Fig. 1: run 1, clock distribution
Scale bar: 50 um.
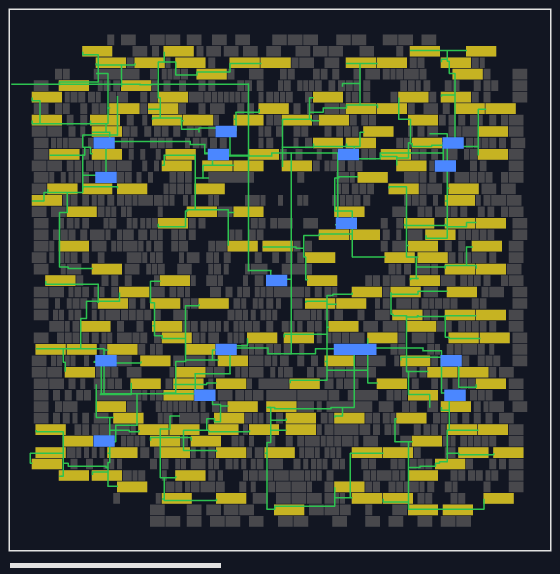
Fig. 2: run 1, clock nets
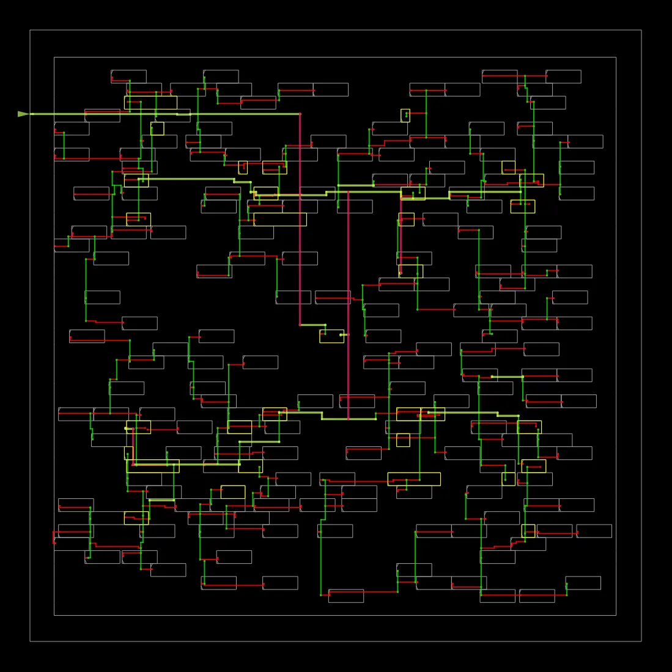
Fig. 3: run 1, port wiring
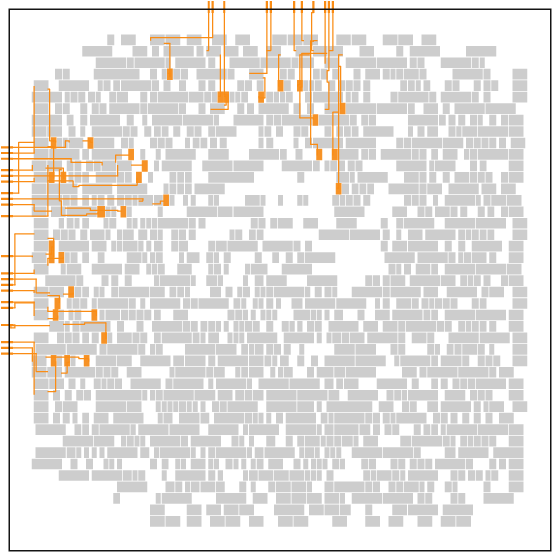
===== config.mk =====
export PLATFORM = sky130hd
export DESIGN_NAME = alu_issue_flat
export DESIGN_NICKNAME = d
export VERILOG_FILES = /design/src/rtl/alu_issue_if.sv /design/src/rtl/alu_issue.sv /design/src/flat_wrapper.sv
export SDC_FILE = /design/constraint.sdc
export NUM_CORES = 1
export LEC_CHECK = 0
export ABC_AREA = 1
export CORE_MARGIN = 5
export CORE_UTILIZATION = 55
export CTS_BUF_LIST = sky130_fd_sc_hd__clkbuf_2 sky130_fd_sc_hd__clkbuf_4 sky130_fd_sc_hd__clkbuf_8
export CTS_CLUSTER_DIAMETER = 60
export DETAILED_ROUTE_END_ITERATION = 7
export PLACE_DENSITY = 0.88
export SYNTH_ARGS = -nofsm -noshare
export SYNTH_HDL_FRONTEND = slang
export SYNTH_SLANG_ARGS = --single-unit

===== constraint.sdc =====
create_clock -name clk -period 3.1 [get_ports clk]
set_input_delay 0.775 -clock clk [delete_from_list [all_inputs] [get_ports clk]]
set_output_delay 0.775 -clock clk [all_outputs]
set_load 0.005 [all_outputs]

===== src/rtl/alu_issue_if.sv =====
// Handshake/bus bundle between register-read, alu_issue and the ALU.
// master = alu_issue side (drives in_ready and the command bundle).
interface alu_issue_if #(
    parameter int XLEN = 32
);
    logic            in_valid;
    logic            in_ready;
    logic [31:0]     instr;
    logic [XLEN-1:0] rs_data;
    logic [XLEN-1:0] rt_data;
    logic            out_valid;
    logic            out_ready;
    logic [XLEN-1:0] alu_in1;
    logic [XLEN-1:0] alu_in2;
    logic [3:0]      alu_op;
    logic [4:0]      alu_shamt;
    logic [15:0]     alu_imm;
    logic            alu_bne;
    logic            illegal;

    modport master (
        input  in_valid, instr, rs_data, rt_data, out_ready,
        output in_ready, out_valid, alu_in1, alu_in2, alu_op,
               alu_shamt, alu_imm, alu_bne, illegal
    );

    modport slave (
        output in_valid, instr, rs_data, rt_data, out_ready,
        input  in_ready, out_valid, alu_in1, alu_in2, alu_op,
               alu_shamt, alu_imm, alu_bne, illegal
    );
endinterface


===== src/rtl/alu_issue.sv =====
// Decodes instr into an ALU command bundle behind a 2-entry (output + skid) buffer.
// Define ALU_ISSUE_IMM_ARITH_EN to also decode addi/addiu/slti/sltiu/andi/xori.
module alu_issue #(
    parameter int XLEN = 32
) (
    input  logic         clk,
    input  logic         rst,
    alu_issue_if.master  bus
);
    typedef struct packed {
        logic [XLEN-1:0] in1;
        logic [XLEN-1:0] in2;
        logic [3:0]      op;
        logic [4:0]      shamt;
        logic [15:0]     imm;
        logic            bne;
        logic            illegal;
    } bundle_t;

    typedef enum logic [1:0] {S_EMPTY, S_ONE, S_FULL} state_t;

    logic [5:0]      w_opc;
    logic [5:0]      w_funct;
    logic [15:0]     w_imm;
    logic [XLEN-1:0] w_sext;
    logic [XLEN-1:0] w_zext;
    logic            w_legal;
    logic [3:0]      w_op;
    logic [XLEN-1:0] w_in2;
    logic            w_bne;
    bundle_t         w_dec;
    logic            w_in_xfer;
    logic            w_out_xfer;

    state_t  r_state;
    bundle_t r_out;
    bundle_t r_skid;
    logic    r_out_valid;
    logic    r_in_ready;

    assign w_opc   = bus.instr[31:26];
    assign w_funct = bus.instr[5:0];
    assign w_imm   = bus.instr[15:0];
    assign w_sext  = {{(XLEN-16){w_imm[15]}}, w_imm};
    assign w_zext  = {{(XLEN-16){1'b0}}, w_imm};

    always_comb begin
        w_legal = 1'b1;
        w_op    = 4'h0;
        w_in2   = bus.rt_data;
        w_bne   = 1'b0;
        case (w_opc)
            6'h00: begin
                case (w_funct)
                    6'h00:        w_op = 4'h0;
                    6'h02:        w_op = 4'h1;
                    6'h03:        w_op = 4'h2;
                    6'h04:        w_op = 4'h3;
                    6'h06:        w_op = 4'h4;
                    6'h07:        w_op = 4'h5;
                    6'h20, 6'h21: w_op = 4'h6;
                    6'h22, 6'h23: w_op = 4'h7;
                    6'h24:        w_op = 4'h8;
                    6'h25:        w_op = 4'h9;
                    6'h26:        w_op = 4'hA;
                    6'h27:        w_op = 4'hB;
                    6'h2A:        w_op = 4'hC;
                    6'h2B:        w_op = 4'hD;
                    default:      w_legal = 1'b0;
                endcase
            end
            6'h04: w_op = 4'h7;
            6'h05: begin
                w_op  = 4'h7;
                w_bne = 1'b1;
            end
            6'h0F: begin
                w_op  = 4'hE;
                w_in2 = '0;
            end
            6'h0D: begin
                w_op  = 4'hF;
                w_in2 = w_zext;
            end
            6'h23, 6'h2B: begin
                w_op  = 4'h6;
                w_in2 = w_sext;
            end
`ifdef ALU_ISSUE_IMM_ARITH_EN
            6'h08, 6'h09: begin
                w_op  = 4'h6;
                w_in2 = w_sext;
            end
            6'h0A: begin
                w_op  = 4'hC;
                w_in2 = w_sext;
            end
            6'h0B: begin
                w_op  = 4'hD;
                w_in2 = w_sext;
            end
            6'h0C: begin
                w_op  = 4'h8;
                w_in2 = w_zext;
            end
            6'h0E: begin
                w_op  = 4'hA;
                w_in2 = w_zext;
            end
`endif
            default: w_legal = 1'b0;
        endcase
    end

    // Illegal bundles still flow through as a NOP with zeroed operands.
    always_comb begin
        w_dec         = '0;
        w_dec.shamt   = bus.instr[10:6];
        w_dec.imm     = w_imm;
        w_dec.illegal = !w_legal;
        if (w_legal) begin
            w_dec.in1 = bus.rs_data;
            w_dec.in2 = w_in2;
            w_dec.op  = w_op;
            w_dec.bne = w_bne;
        end
    end

    assign w_in_xfer  = bus.in_valid & r_in_ready;
    assign w_out_xfer = r_out_valid & bus.out_ready;

    // in_ready is low only in FULL, so FULL never sees an input transfer.
    always_ff @(posedge clk) begin
        if (rst) begin
            r_state     <= S_EMPTY;
            r_out       <= '0;
            r_skid      <= '0;
            r_out_valid <= 1'b0;
            r_in_ready  <= 1'b1;
        end else begin
            case (r_state)
                S_EMPTY: begin
                    if (w_in_xfer) begin
                        r_out       <= w_dec;
                        r_out_valid <= 1'b1;
                        r_state     <= S_ONE;
                    end
                end
                S_ONE: begin
                    if (w_in_xfer && w_out_xfer) begin
                        r_out <= w_dec;
                    end else if (w_in_xfer) begin
                        r_skid     <= w_dec;
                        r_in_ready <= 1'b0;
                        r_state    <= S_FULL;
                    end else if (w_out_xfer) begin
                        r_out_valid <= 1'b0;
                        r_state     <= S_EMPTY;
                    end
                end
                S_FULL: begin
                    if (w_out_xfer) begin
                        r_out      <= r_skid;
                        r_in_ready <= 1'b1;
                        r_state    <= S_ONE;
                    end
                end
                default: begin
                    r_state     <= S_EMPTY;
                    r_out_valid <= 1'b0;
                    r_in_ready  <= 1'b1;
                end
            endcase
        end
    end

    assign bus.in_ready  = r_in_ready;
    assign bus.out_valid = r_out_valid;
    assign bus.alu_in1   = r_out.in1;
    assign bus.alu_in2   = r_out.in2;
    assign bus.alu_op    = r_out.op;
    assign bus.alu_shamt = r_out.shamt;
    assign bus.alu_imm   = r_out.imm;
    assign bus.alu_bne   = r_out.bne;
    assign bus.illegal   = r_out.illegal;
endmodule


===== src/flat_wrapper.sv =====
// flat-port wrapper written by rule: the top's interface ports become plain ports
module alu_issue_flat 
#(
    parameter int XLEN = 32
)
  (clk, rst, bus_in_valid, bus_instr, bus_rs_data, bus_rt_data, bus_out_ready, bus_in_ready, bus_out_valid, bus_alu_in1, bus_alu_in2, bus_alu_op, bus_alu_shamt, bus_alu_imm, bus_alu_bne, bus_illegal);
  alu_issue_if #(.XLEN(XLEN)) bus_i ();
  input  logic clk;
  input  logic rst;
  input wire logic [$bits(bus_i.in_valid)-1:0] bus_in_valid;
  input wire logic [$bits(bus_i.instr)-1:0] bus_instr;
  input wire logic [$bits(bus_i.rs_data)-1:0] bus_rs_data;
  input wire logic [$bits(bus_i.rt_data)-1:0] bus_rt_data;
  input wire logic [$bits(bus_i.out_ready)-1:0] bus_out_ready;
  output wire logic [$bits(bus_i.in_ready)-1:0] bus_in_ready;
  output wire logic [$bits(bus_i.out_valid)-1:0] bus_out_valid;
  output wire logic [$bits(bus_i.alu_in1)-1:0] bus_alu_in1;
  output wire logic [$bits(bus_i.alu_in2)-1:0] bus_alu_in2;
  output wire logic [$bits(bus_i.alu_op)-1:0] bus_alu_op;
  output wire logic [$bits(bus_i.alu_shamt)-1:0] bus_alu_shamt;
  output wire logic [$bits(bus_i.alu_imm)-1:0] bus_alu_imm;
  output wire logic [$bits(bus_i.alu_bne)-1:0] bus_alu_bne;
  output wire logic [$bits(bus_i.illegal)-1:0] bus_illegal;
  assign bus_i.in_valid = bus_in_valid;
  assign bus_i.instr = bus_instr;
  assign bus_i.rs_data = bus_rs_data;
  assign bus_i.rt_data = bus_rt_data;
  assign bus_i.out_ready = bus_out_ready;
  assign bus_in_ready = bus_i.in_ready;
  assign bus_out_valid = bus_i.out_valid;
  assign bus_alu_in1 = bus_i.alu_in1;
  assign bus_alu_in2 = bus_i.alu_in2;
  assign bus_alu_op = bus_i.alu_op;
  assign bus_alu_shamt = bus_i.alu_shamt;
  assign bus_alu_imm = bus_i.alu_imm;
  assign bus_alu_bne = bus_i.alu_bne;
  assign bus_illegal = bus_i.illegal;
  alu_issue #(.XLEN(XLEN)) u_core (.clk(clk), .rst(rst), .bus(bus_i));
endmodule

==> impl_metrics.csv, run 1 <==
group,metric,value,unit
status,outcome,"finished, final reports clean",
placement,gpl.final_weighted_congestion,0.927,
yosys,synth_sequential_area_ratio,45.9,%
floorplanning,die-area,0.0164,mm^2
yosys,post_synth_num_cell_types,27,
setup_path,startpoint_type,"primary input",
setup_path,critPathSlowestCell,"sky130_fd_sc_hd__clkdlybuf4s50_1",
floorplanning,die_outline_width,128,um
yosys,adder_share,0,%
pwr,pwr-share-clk,25.2,%
global_routing,groute.usage.overall,27.3,%
pwr,p_comb_share,31.9,%
pwr,seq_power_share,42.9,%
cells_and_area,layout.cells.non_filler,1366,
placement,dp_hpwl,14400,um
setup_path,criticalPathCategory,"primary input to register",
pwr,power.ir.vdd_worst,459,uV
yosys,tally_of_yosys_warning_messages,0,
final_timing,max_freq,0.420,GHz
yosys,post_synth.cell_area_avg,7.29,um^2
placement,io_buffers,182,
detailed_routing,drc,0,
clock_network,cts.root.buffer_cell,"sky130_fd_sc_hd__clkbuf_8",
final_timing,hold_viol,0,
floorplanning,boundaryPins,193,
global_routing,antenna_found_initial,0,
detailed_routing,dr_total_vias,7831,
cells_and_area,areaGrowthSynthToFinish,29.9,%
final_timing,fin_ws,718,ps
setup_path,critical_path.n_buffers_inverters,2,
setup_path,cp_data_required_time,3480,ps
setup_path,crit_path_frequent_cell,"sky130_fd_sc_hd__nor2_1",
global_routing,wire_length_of_the_first_global_routing_pass,36900,um
detailed_routing,drt.antenna.violating_nets,0,
final_timing,fin_crit_sh,76.8,%
final_timing,maxSlewViolCount,0,
pwr,p_int,4.77,mW
final_timing,post_route_skew,15.9,ps
final_timing,slew_headroom,44.0,%
pwr,power_per_cell_area,702,mW/mm^2
yosys,xor_share,0,%
floorplanning,die_height,128,um
pwr,static-leakage-power,3.80,nW
final_timing,total_negative_slack,0,ps
setup_path,worst_path_dominant_cell_family,"simple AND/OR/NAND/NOR gates",
yosys,ys_chip_area,0.00767,mm^2
clock_network,cts-root-to-sink-buffers,2,
yosys,synth_stat.cells,1052,
setup_path,critPathMaxFanout,69,
yosys,post_synthesis_cells,1052,
clock_network,tritoncts_clock_tree,"done",
placement,placedCellCount,1334,
setup_path,timing.reg2reg.worst_path_depth,6,
setup_path,worst_path_largest_cell_delay,530,ps
yosys,topCombFamilyByArea,"AND-OR/OR-AND gates",
-- Fig. 1 (at the start) --
[yellow] flip-flops | count: 176
[blue] cells driving clock nets | count: 17
[green] clock wires | length: 1940 um
flops lie: spread over the die
routed clock nets: 18

-- Fig. 2 (at the start) --
total number of clock tree sinks: 176
CLK BUF: 22
clock buffer count from CTS: 17
count of sequential standard cells: 176
Clk power: 1.76 mW

-- Fig. 3 (at the start) --
[orange] bus_rt_data | bits: 32 | direction: input | end cells: 32 | wire: 798 um

[run 1: path summary, 6_finish.rpt]
path | startpoint | to | slack, ps
hold / removal | u_core.r_skid[2] | u_core.bus.alu_imm[0] | 480
hold reg to reg | u_core.r_skid[2] | u_core.bus.alu_imm[0] | 480
setup reg to reg | u_core.bus.in_ready | u_core.bus.alu_op[1] | 1190
setup / recovery | bus_instr[4] | u_core.bus.alu_in1[23] | 720
[run 1: synth_stat cells (3+ instances only)]
| cell type | n | share of area, % |
|---|---|---|
| sky130_fd_sc_hd__nand4_1 | 4 | 0.33 |
| sky130_fd_sc_hd__nand3_2 | 9 | 1.2 |
| sky130_fd_sc_hd__nor2_1 | 68 | 3.3 |
| sky130_fd_sc_hd__dfxtp_1 | 176 | 46 |
| sky130_fd_sc_hd__a21oi_1 | 213 | 14 |
| sky130_fd_sc_hd__o21bai_1 | 4 | 0.39 |
| sky130_fd_sc_hd__o21ai_0 | 186 | 12 |
| sky130_fd_sc_hd__a31oi_1 | 16 | 1.3 |
| sky130_fd_sc_hd__nand2_1 | 166 | 8.1 |
| sky130_fd_sc_hd__nor2_2 | 4 | 0.33 |
| sky130_fd_sc_hd__buf_6 | 6 | 0.88 |
| sky130_fd_sc_hd__clkinv_1 | 3 | 0.15 |
| sky130_fd_sc_hd__inv_1 | 24 | 1.2 |
| sky130_fd_sc_hd__buf_4 | 13 | 1.3 |
| sky130_fd_sc_hd__clkbuf_1 | 66 | 3.2 |
| sky130_fd_sc_hd__nand3_1 | 69 | 4.5 |
| sky130_fd_sc_hd__buf_2 | 9 | 0.59 |
| sky130_fd_sc_hd__inv_2 | 3 | 0.15 |
[run 1: logic make-up after synthesis]
family,Yosys count
compound gates,423
simple gates,327
flops,176
buf+inv,126
[run 1: power groups by stage]
stage	logic, mW	registers (mW)	clock network [mW]
after floorplan	1.08	3.03	0
after global placement	2.17	3.02	0
after detailed placement	2.21	3.04	0
after CTS	2.23	2.99	1.77
after global routing	2.47	3.06	1.87
final	2.23	3.00	1.76
[run 1: metrics by stage]
step	power, mW	hold WS (ps)	util [%]
CTS	6.99	483	72.3
finish	6.99	476	72.3
global route	7.40	494	72.3
global placement	5.19	463	69.1
detailed placement	5.25	471	69.1
floorplan	4.11	456	-
[run 1: routing by layer]
layer,part of all wire (%),global-route usage [%],vias up
met5,0,0,-
met4,2.2,8.99,0
met3,7.7,6.58,33
met2,48,45.5,321
met1,42,34.8,3632
li1,-,-,3845
[run 1: area by class of cell]
class / instances / area (um^2)
Clock buffer: 22 / 284
Clock inverter: 10 / 159
Fill cell: 1106 / 3810
Inverter: 30 / 115
Multi-Input combinational cell: 750 / 3600
Sequential cell: 176 / 3520
Tap cell: 180 / 225
Timing Repair Buffer: 198 / 2050
[run 1: state kept, by name, indices dropped and copies added (netlist names), 2 cells and up]
signal                count
u_core.bus.alu_in2       32
u_core.bus.alu_op         4
u_core.bus.alu_in1       32
u_core.bus.alu_imm       12
u_core.r_skid            86
u_core.bus.alu_shamt      4
u_core.r_state            2
Fig. 4: run 1, gate-type map
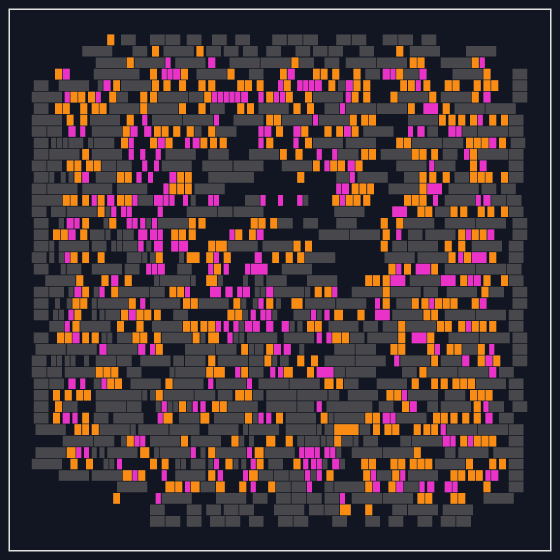

==> run 2: changes to the inputs <==
CORE_UTILIZATION = 46   (was 55)
PLACE_DENSITY = 0.79   (was 0.88)
clock period = 2.1 ns   (was 3.1 ns; I/O delays follow)
Fig. 5: run 2, gate-type map
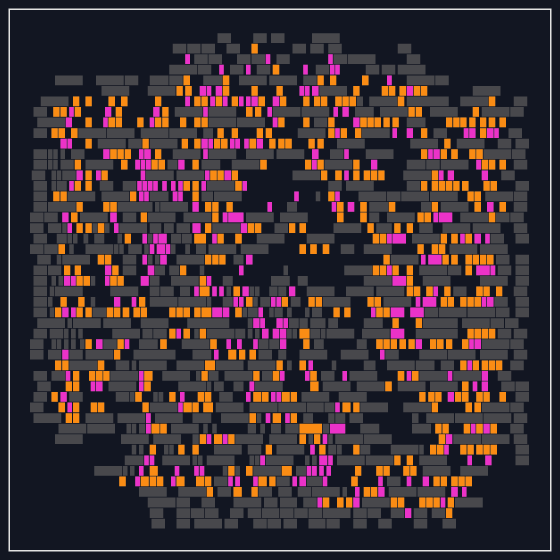
[magenta] NAND gates | cells: 251 | where: spread over the die
[orange] inverting AOI/OAI gates | cells: 423 | where: spread over the die

Fig. 6: run 2, signal wires by layer
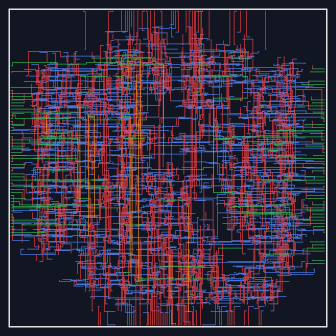
[blue] met1 | wire length: 9920 um
[orange] met4 | wire length: 779 um
[green] met3 | wire length: 1900 um
[red] met2 | wire length: 10800 um
average wire per cell in the routed design: 16.1 um
routed vias: 7921
detailed-route wire length: 23400 um

==> run 2 against run 1 <==
  * Sequential share of layout area fell by 1.8 points
  * Via count rose by 1.1%
  * Global-route usage fell by 4.3 points
  * Clock skew fell by 5.8 ps
  * Total power rose by 50%
  * Core utilization fell by 8.7 points
==> impl_metrics.csv, run 2 <==
group,metric,value,unit
yosys,post-synth-top-area-fraction,45.9,%
clock_network,cts-root-to-sink-buffers,2,
setup_path,critPathMaxFanout,23,
yosys,postSynthRegisterBits,176,
final_timing,worst_slew_pin_tran,445,ps
yosys,post_synth_num_cell_types,27,
min_path,hold_path_depth,3,
placement,io_buffers,182,
cells_and_area,areaGrowthSynthToFinish,36.7,%
global_routing,global_route.overflow_total,0,
cells_and_area,seqCellArea,0.00352,mm^2
status,outcome,"finished, final reports clean",
setup_path,cp_data_required_time,2480,ps
cells_and_area,final_net_count,1317,
floorplanning,fp_util,46.6,%
setup_path,startpoint_type,"primary input",
run,openroad.warnings,36,
placement,dp_hpwl,14900,um
floorplanning,die_outline_width,139,um
detailed_routing,detailedRoute.firstPassIterationCount,5,
cells_and_area,num-fill-cells,1457,
pwr,power.ir.vdd_worst,453,uV
yosys,mappedNetlistArea,0.00767,mm^2
yosys,post_synthesis_cells,1052,
placement,gpl.final_weighted_congestion,0.867,
min_path,hold_path.class,"primary input to register",
cells_and_area,largest-register,"u_core.r_skid",
cells_and_area,logic_area,0.00361,mm^2
setup_path,timing.reg2reg.worst_path_depth,7,
cells_and_area,finish.utilization,63.7,%
yosys,ys_top_cells_by_count,"sky130_fd_sc_hd__a21oi_1, sky130_fd_sc_hd__o21ai_0, sky130_fd_sc_hd__dfxtp_1",
yosys,synth_sequential_area_ratio,45.9,%
final_timing,final_period_minus_worst_setup_slack,1970,ps
pwr,p_total,10.5,mW
final_timing,maxSlewViolCount,0,
final_timing,setup-violations-final,0,
cells_and_area,largest_reg_flops,86,
final_timing,total_negative_slack,0,ps
final_timing,max_freq,0.507,GHz
clock_network,clkTransAtPathRegs,90,ps
yosys,top_cells_by_area,"sky130_fd_sc_hd__dfxtp_1, sky130_fd_sc_hd__a21oi_1, sky130_fd_sc_hd__o21ai_0, sky130_fd_sc_hd__nand2_1, sky130_fd_sc_hd__nand3_1",
floorplanning,rows,47,
detailed_routing,drt.antenna.violating_nets,0,
cells_and_area,drive_gt1_share,9.76,%
pwr,static-leakage-power,4.08,nW
floorplanning,placeable_core_region,0.0165,mm^2
floorplanning,die-area,0.0194,mm^2
final_timing,fin_crit_sh,94.0,%
yosys,edf_count,0,
clock_network,depth_of_the_cts_h_tree,4,
cells_and_area,layout_top_cell,"sky130_fd_sc_hd__a21oi_1",
yosys,tally_of_yosys_warning_messages,0,
cells_and_area,final_layout_top_logic_cells,"sky130_fd_sc_hd__a21oi_1, sky130_fd_sc_hd__o21ai_0, sky130_fd_sc_hd__clkdlybuf4s50_1",
clock_network,clkSinkCount,176,
clock_network,cts.root.buffer_cell,"sky130_fd_sc_hd__clkbuf_8",
setup_path,critical_path_arrival,2360,ps
setup_path,timing.critical_path.to_type,"register",
clock_network,clock_buffer_count_from_cts,17,
floorplanning,boundaryPins,193,
yosys,postSynth.asyncResetShare,0,%
final_timing,slew_headroom,70.3,%
detailed_routing,drt-initial-drc-count,702,
yosys,synth-main-ff-cell,"sky130_fd_sc_hd__dfxtp_1",
floorplanning,die_height,139,um
global_routing,antenna_found_initial,0,
global_routing,wire_length_of_the_first_global_routing_pass,37200,um
global_routing,grt_max_degree,99,
yosys,ys_chip_area,0.00767,mm^2
detailed_routing,drc,0,
pwr,power_per_cell_area,998,mW/mm^2
setup_path,criticalPathCategory,"primary input to register",
clock_network,clk_latency,460,ps
final_timing,grt_setup_unrepaired,"false",
final_timing,hold_viol,0,
global_routing,first_global_vias,7368,
yosys,post_synth.cell_area_avg,7.29,um^2
global_routing,groute.usage.overall,23.0,%
final_timing,post_route_skew,10.1,ps
yosys,top_cell_type_by_total_area_after_synthesis,"sky130_fd_sc_hd__dfxtp_1",
run,maxCapViolations,0,
clock_network,tritoncts_clock_tree,"done",
yosys,mappedNetlistNets,1152,
yosys,post-synth-top-count-cell,"sky130_fd_sc_hd__a21oi_1",
yosys,synth_stat.cells,1052,
## run 2: through the flow
stage / setup WS (ps) / area [um^2] / std cells / hold slack [ps]
final: 126 / 10500 / 1450 / 428
after detailed placement: -371 / 9990 / 1416 / 468
after global placement: -312 / 9990 / 1416 / 461
after CTS: 95.5 / 10400 / 1448 / 480
after floorplan: 385 / 7670 / 1052 / 456
after global routing: 7.81 / 10500 / 1450 / 417
## run 2: worst max-delay path, cell delays in order
cell,delay [ps]
sky130_fd_sc_hd__clkdlybuf4s50_1,610
sky130_fd_sc_hd__nand3_1,140
sky130_fd_sc_hd__nor2_1,150
sky130_fd_sc_hd__nor2_2,70
sky130_fd_sc_hd__nand3_1,80
sky130_fd_sc_hd__nand2_1,110
sky130_fd_sc_hd__nand2_4,220
sky130_fd_sc_hd__buf_12,200
sky130_fd_sc_hd__nand3_1,90
sky130_fd_sc_hd__a21oi_1,160
## run 2: area by class of cell
| class | count | share of cell area [%] |
|---|---|---|
| clock buffers | 18 | 2.30 |
| multi-input cells | 750 | 34.4 |
| repair buffers | 242 | 24.2 |
| flip-flops and latches | 176 | 33.6 |
| inverters | 30 | 1.10 |
| well taps | 220 | 2.63 |
| clock inverters | 14 | 1.80 |
## run 2: path summary, 6_finish.rpt
check,startpoint,to,slack [ps]
hold reg to reg,u_core.r_skid[10],u_core.bus.alu_shamt[2],480
hold / removal,bus_instr[5],u_core.bus.alu_imm[5],430
setup reg to reg,u_core.r_state[0],u_core.r_skid[66],420
setup / recovery,bus_instr[1],u_core.bus.alu_in1[2],130
## run 2: routing by layer
metal | GRT usage (%) | part of all wire, % | up-vias
met3 | 5.97 | 8.1 | 46
met5 | 0 | 0 | -
li1 | - | - | 3928
met4 | 9.53 | 3.3 | 0
met2 | 37.1 | 46 | 310
met1 | 29.4 | 42 | 3637
## run 2: kinds of logic after synthesis
| kind of cell | count (synthesis) | synth area share (%) |
|---|---|---|
| AND-OR/OR-AND | 423 | 28.1 |
| AND/OR/NAND/NOR | 327 | 18.4 |
| flip-flops | 176 | 45.9 |
| buffers and inverters | 126 | 7.53 |
## run 2: power by group
group,switching (mW),internal (mW)
Clock,1.24,1.31
Sequential,0.374,4.06
Combinational,1.76,1.72
Total,3.37,7.09
## run 2: repair_timing
action / in CTS / in global routing
hold buffers: 0 / 0
gates resized: 0 / 7
setup endpoints to repair: 0 / 67
No activity file was given, so power comes from the tool's default toggle rates.
